==> images/placement_by_type.png <==
(1 px per um) Fill, decap, tap and diode cells in gray.
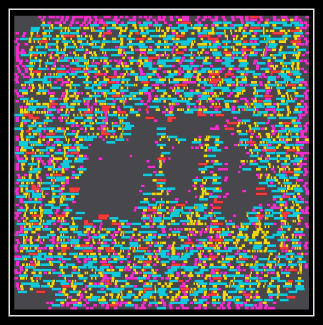
==> images/clk_routes.png <==
(1.5 px per um)
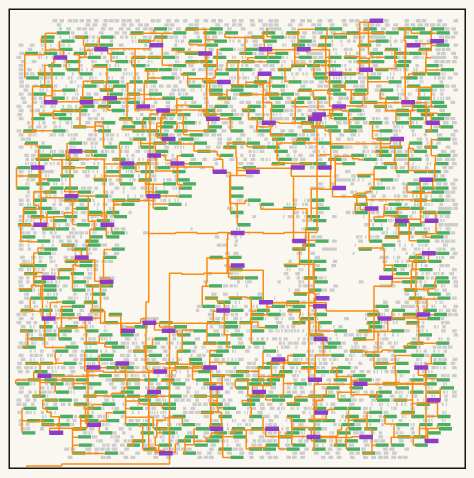
==> images/layer_met2.png <==
(1.5 px per um)
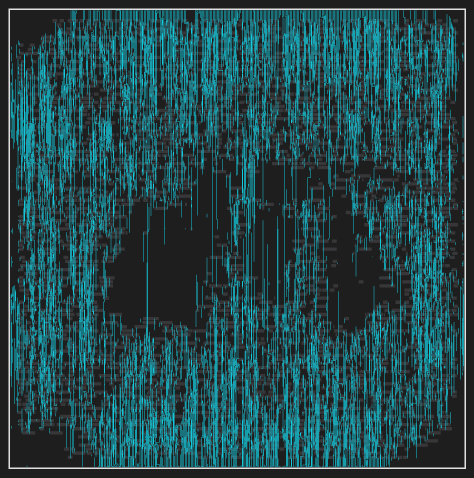
==> images/clocks.png <==
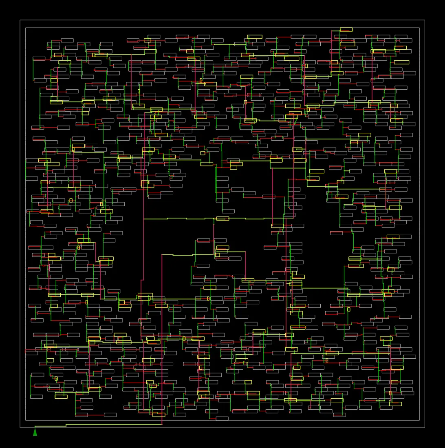
==> images/io_fan.png <==
(1 px per um)
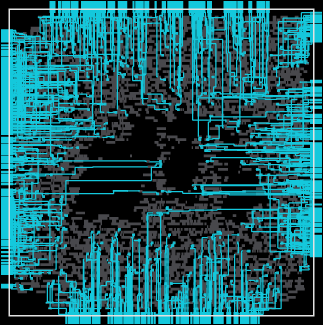
### src/rtl/gf2m_poly_reduce_if.sv
// rtl/gf2m_poly_reduce_if.sv - handshake bundle between product source, reducer and result sink
// Ports:
//   in_valid/in_ready/prod   : product side (2M-bit carry-less product)
//   out_valid/out_ready/r    : result side (M-bit field element)
// Modports: master = product source / result sink, slave = reducer.
interface gf2m_poly_reduce_if #(
    parameter int M = 256
);
    logic             in_valid;
    logic             in_ready;
    logic [2*M-1:0]   prod;
    logic             out_valid;
    logic             out_ready;
    logic [M-1:0]     r;

    modport master (
        output in_valid, prod, out_ready,
        input  in_ready, out_valid, r
    );

    modport slave (
        input  in_valid, prod, out_ready,
        output in_ready, out_valid, r
    );
endinterface

### src/rtl/gf2m_poly_reduce.sv
// rtl/gf2m_poly_reduce.sv - digit-serial reduction of a 2M-bit GF(2)[x] product mod x^M + POLY_LOW
// Ports:
//   clk  : clock, rising edge
//   rst  : asynchronous active-high reset
//   bus  : gf2m_poly_reduce_if.slave (in_valid/in_ready/prod, out_valid/out_ready/r)
// A product is accepted in IDLE, folded DIGIT bits per cycle for N = M/DIGIT
// cycles, then held in DONE until the sink takes it.
module gf2m_poly_reduce #(
    parameter int           M        = 256,
    parameter int           DIGIT    = 8,
    parameter logic [M-1:0] POLY_LOW = M'((1 << 10) | (1 << 5) | (1 << 2) | 1)
) (
    input  logic                clk,
    input  logic                rst,
    gf2m_poly_reduce_if.slave   bus
);
    localparam int N  = M / DIGIT;
    localparam int CW = (N > 1) ? $clog2(N) : 1;
    // Full modulus zero-extended to the accumulator width.
    localparam logic [2*M-1:0] MODULUS = {{(M - 1){1'b0}}, 1'b1, POLY_LOW};

    typedef enum logic [1:0] {
        IDLE,
        REDUCE,
        DONE
    } state_t;

    state_t          state;
    logic [2*M-1:0]  acc;
    logic [CW-1:0]   cnt;
    logic [M-1:0]    r_q;
    logic            out_valid_q;

    logic [2*M-1:0]  folded;
    logic [2*M-1:0]  shifted;

    // The accumulator is shifted left by DIGIT after every fold, so the digit
    // being reduced always sits in the top DIGIT bits and every fold uses a
    // constant shift. After N cycles the total shift is exactly M, leaving the
    // reduced value in the upper half. Folding bit j with the modulus is valid
    // because the real degree of every top-digit bit stays >= M throughout.
    always_comb begin
        folded = acc;
        for (int j = 2 * M - 1; j >= 2 * M - DIGIT; j--) begin
            if (folded[j]) begin
                folded = folded ^ (MODULUS << (j - M));
            end
        end
        shifted = folded << DIGIT;
    end

    always_ff @(posedge clk or posedge rst) begin
        if (rst) begin
            state       <= IDLE;
            acc         <= '0;
            cnt         <= '0;
            r_q         <= '0;
            out_valid_q <= 1'b0;
        end else begin
            case (state)
                IDLE: begin
                    if (bus.in_valid) begin
                        acc   <= bus.prod;
                        cnt   <= '0;
                        state <= REDUCE;
                    end
                end
                REDUCE: begin
                    acc <= shifted;
                    cnt <= cnt + 1'b1;
                    if (cnt == CW'(N - 1)) begin
                        r_q         <= shifted[2*M-1:M];
                        out_valid_q <= 1'b1;
                        cnt         <= '0;
                        state       <= DONE;
                    end
                end
                DONE: begin
                    // r_q is deliberately left untouched after the handshake.
                    if (bus.out_ready) begin
                        out_valid_q <= 1'b0;
                        state       <= IDLE;
                    end
                end
                default: begin
                    state       <= IDLE;
                    out_valid_q <= 1'b0;
                end
            endcase
        end
    end

    assign bus.in_ready  = (state == IDLE);
    assign bus.out_valid = out_valid_q;
    assign bus.r         = r_q;
endmodule

### src/flat_wrapper.sv
// flat-port wrapper written by rule: the top's interface ports become plain ports
module gf2m_poly_reduce_flat 
#(
    parameter int           M        = 256,
    parameter int           DIGIT    = 8,
    parameter logic [M-1:0] POLY_LOW = M'((1 << 10) | (1 << 5) | (1 << 2) | 1)
)
  (clk, rst, bus_in_valid, bus_prod, bus_out_ready, bus_in_ready, bus_out_valid, bus_r);
  gf2m_poly_reduce_if #(.M(M)) bus_i ();
  input  logic clk;
  input  logic rst;
  input wire logic [$bits(bus_i.in_valid)-1:0] bus_in_valid;
  input wire logic [$bits(bus_i.prod)-1:0] bus_prod;
  input wire logic [$bits(bus_i.out_ready)-1:0] bus_out_ready;
  output wire logic [$bits(bus_i.in_ready)-1:0] bus_in_ready;
  output wire logic [$bits(bus_i.out_valid)-1:0] bus_out_valid;
  output wire logic [$bits(bus_i.r)-1:0] bus_r;
  assign bus_i.in_valid = bus_in_valid;
  assign bus_i.prod = bus_prod;
  assign bus_i.out_ready = bus_out_ready;
  assign bus_in_ready = bus_i.in_ready;
  assign bus_out_valid = bus_i.out_valid;
  assign bus_r = bus_i.r;
  gf2m_poly_reduce #(.M(M), .DIGIT(DIGIT), .POLY_LOW(POLY_LOW)) u_core (.clk(clk), .rst(rst), .bus(bus_i));
endmodule
### config.mk
export PLATFORM = sky130hd
export DESIGN_NAME = gf2m_poly_reduce_flat
export DESIGN_NICKNAME = d
export VERILOG_FILES = /design/src/rtl/gf2m_poly_reduce_if.sv /design/src/rtl/gf2m_poly_reduce.sv /design/src/flat_wrapper.sv
export SDC_FILE = /design/constraint.sdc
export NUM_CORES = 2
export LEC_CHECK = 0
export CORE_AREA = 4 4 299 301
export CTS_CLUSTER_DIAMETER = 100
export DETAILED_ROUTE_END_ITERATION = 6
export DIE_AREA = 0 0 303 305
export GPL_TIMING_DRIVEN = 0
export SYNTH_ARGS = -nofsm -noshare
export SYNTH_HDL_FRONTEND = slang
export SYNTH_SLANG_ARGS = --single-unit
### constraint.sdc
create_clock -name clk -period 34.6 [get_ports clk]
set_clock_uncertainty 0.05 [all_clocks]
set_input_delay 5.19 -clock clk [delete_from_list [all_inputs] [get_ports clk]]
set_output_delay 5.19 -clock clk [all_outputs]
set_load 0.005 [all_outputs]
==> deck_impl_summary.md <==
Key Metrics from the Run

Critical path
  • Slowest-stage cell, CP: clkdlybuf4s50_1
  • Capture point of the worst path: bus_in_ready
  • CP bufs+invs: 5
  • Critical path launch point type: flop
  • WP data arrival: 2.58 ns
  • Reg2reg end: u_core.bus.r[32]$_DFFE_PP0P_
  • RR Startpoint: u_core.cnt[0]$_DFFE_PP0P_
  • Crit path capture type: primary output
  • Crit Path Category: flop to primary output

Die
  • Die width: 303 um
  • Die height: 305 um

Yosys
  • Basic Gates by Area: 6.43%
  • Xor+xnor area frac: 0.783%
  • Commonest flop: dfrtp_1
  • Avg Inst Size Synth: 11.2 sq um
  • Synth unique cells: 33
  • Yosys synthesis chip area: 0.0324 sq mm
  • Synthesized cell area: 0.0324 sq mm
  • Top-count cell post-synth: dfrtp_1

Cells and area
  • Layout cells sized above 1: 15.3%
  • Antenna cells: 20
  • Non-clk bufs: 1039
  • Clock network share of area: 6.96%
  • Register Area: 0.0194 sq mm

CTS
  • Postcts setup bufs: 0
  • Worst-case clock buffer depth: 3
  • Root Driver: clkbuf_16
  • Post-CTS Hold Fix Bufs: 0

Drt
  • Top layer in use: met5
  • Router iterations before antenna repair: 5
  • WL met2: 60.7 mm
  • M1 WL: 51.3 mm
  • First DRT Iteration DRCs: 2005

Final timing
  • RSZ-0062 raised after global routing: no
  • Fin crit period: 7.82 ns
  • Slew HR: 38.7%
  • Slew Limit Fails: 0
  • Setup ws final: 26.78 ns

Run status
  • Status: completed

Power and ir drop
  • Net Sw Frac: 33.1%
  • Top power group: registers

GRT
  • GRT overflow: 0
  • Antenna violations before repair: 41
  • First-pass GRT wire length: 184 mm
  • GRT Overall Usage: 26.7%
  • Met3 Use GR: 7.38%
  • Largest net degree at the start of global routing: 126
  • Met1 usage: 34.2%

Hold path
  • Hold path startpoint: u_core.bus.r[8]$_DFFE_PP0P_
  • Hold Crit Endpoint: u_core.bus.r[8]$_DFFE_PP0P_
Back to the opening pictures, placement_by_type.png:
| class | color | cells | share of their area |
|---|---|---|---|
| combinational and other logic | yellow | 1849 | 27% |
| clock drivers and dummy loads | red | 157 | 7.2% |
| sequential cells | cyan | 776 | 45% |
| remaining buffers and delay cells | magenta | 1039 | 21% |
Core Rows: 108
Layout Cell Area excl Fill: 0.0450 sq mm
final design utilization: 52.0%
total core area: 0.0866 sq mm
fraction of area in registers: 43.1%

Back to the opening pictures, clk_routes.png:
[flip-flops] green | count: 776
[clock drivers] purple | count: 87
[clock wires] orange | length: 10800 um
flops lie: widely spread

Back to the opening pictures, layer_met2.png:
share of all routed wire: 48%
nets with wire on the layer: 3652
M2 GR Usage: 43.5%
WL final: 126 mm
via count: 26900

Back to the opening pictures, clocks.png:
sequential cells: 776
CTS buffer count: 87

Back to the opening pictures, io_fan.png:
| port | color | bits | direction | edge | end cells | buffers | wire |
|---|---|---|---|---|---|---|---|
| bus_prod | cyan | 512 | input | 155 left, 130 top, 114 right, 113 bottom | 512 | 512 | 29.9 mm |
I/O pin cnt: 774
number of I/O port buffers: 773

-- through the flow --
step | instances | cell area [sq um] | TNS [ns] | hold WS [ns]
after detailed placement | 4819 | 41800 | 0 | 0.420
final | 4996 | 45000 | 0 | 0.428
after CTS | 4976 | 45000 | 0 | 0.434
after global routing | 4991 | 45000 | 0 | 0.454
after global placement | 4812 | 41600 | -2054.12 | 0.412
after floorplan | 2884 | 32400 | 0 | 0.400
-- worst register-to-register path: cells and delay by family (launching register included) --
kind | cells | cell delay [ns]
buffers and inverters | 2 | 0.61
adder cells (fa/ha/maj) | 2 | 0.47
flip-flops | 1 | 0.40
AND/OR/NAND/NOR | 2 | 0.38
multiplexers | 1 | 0.36
No activity file was given, so power comes from the tool's default toggle rates.
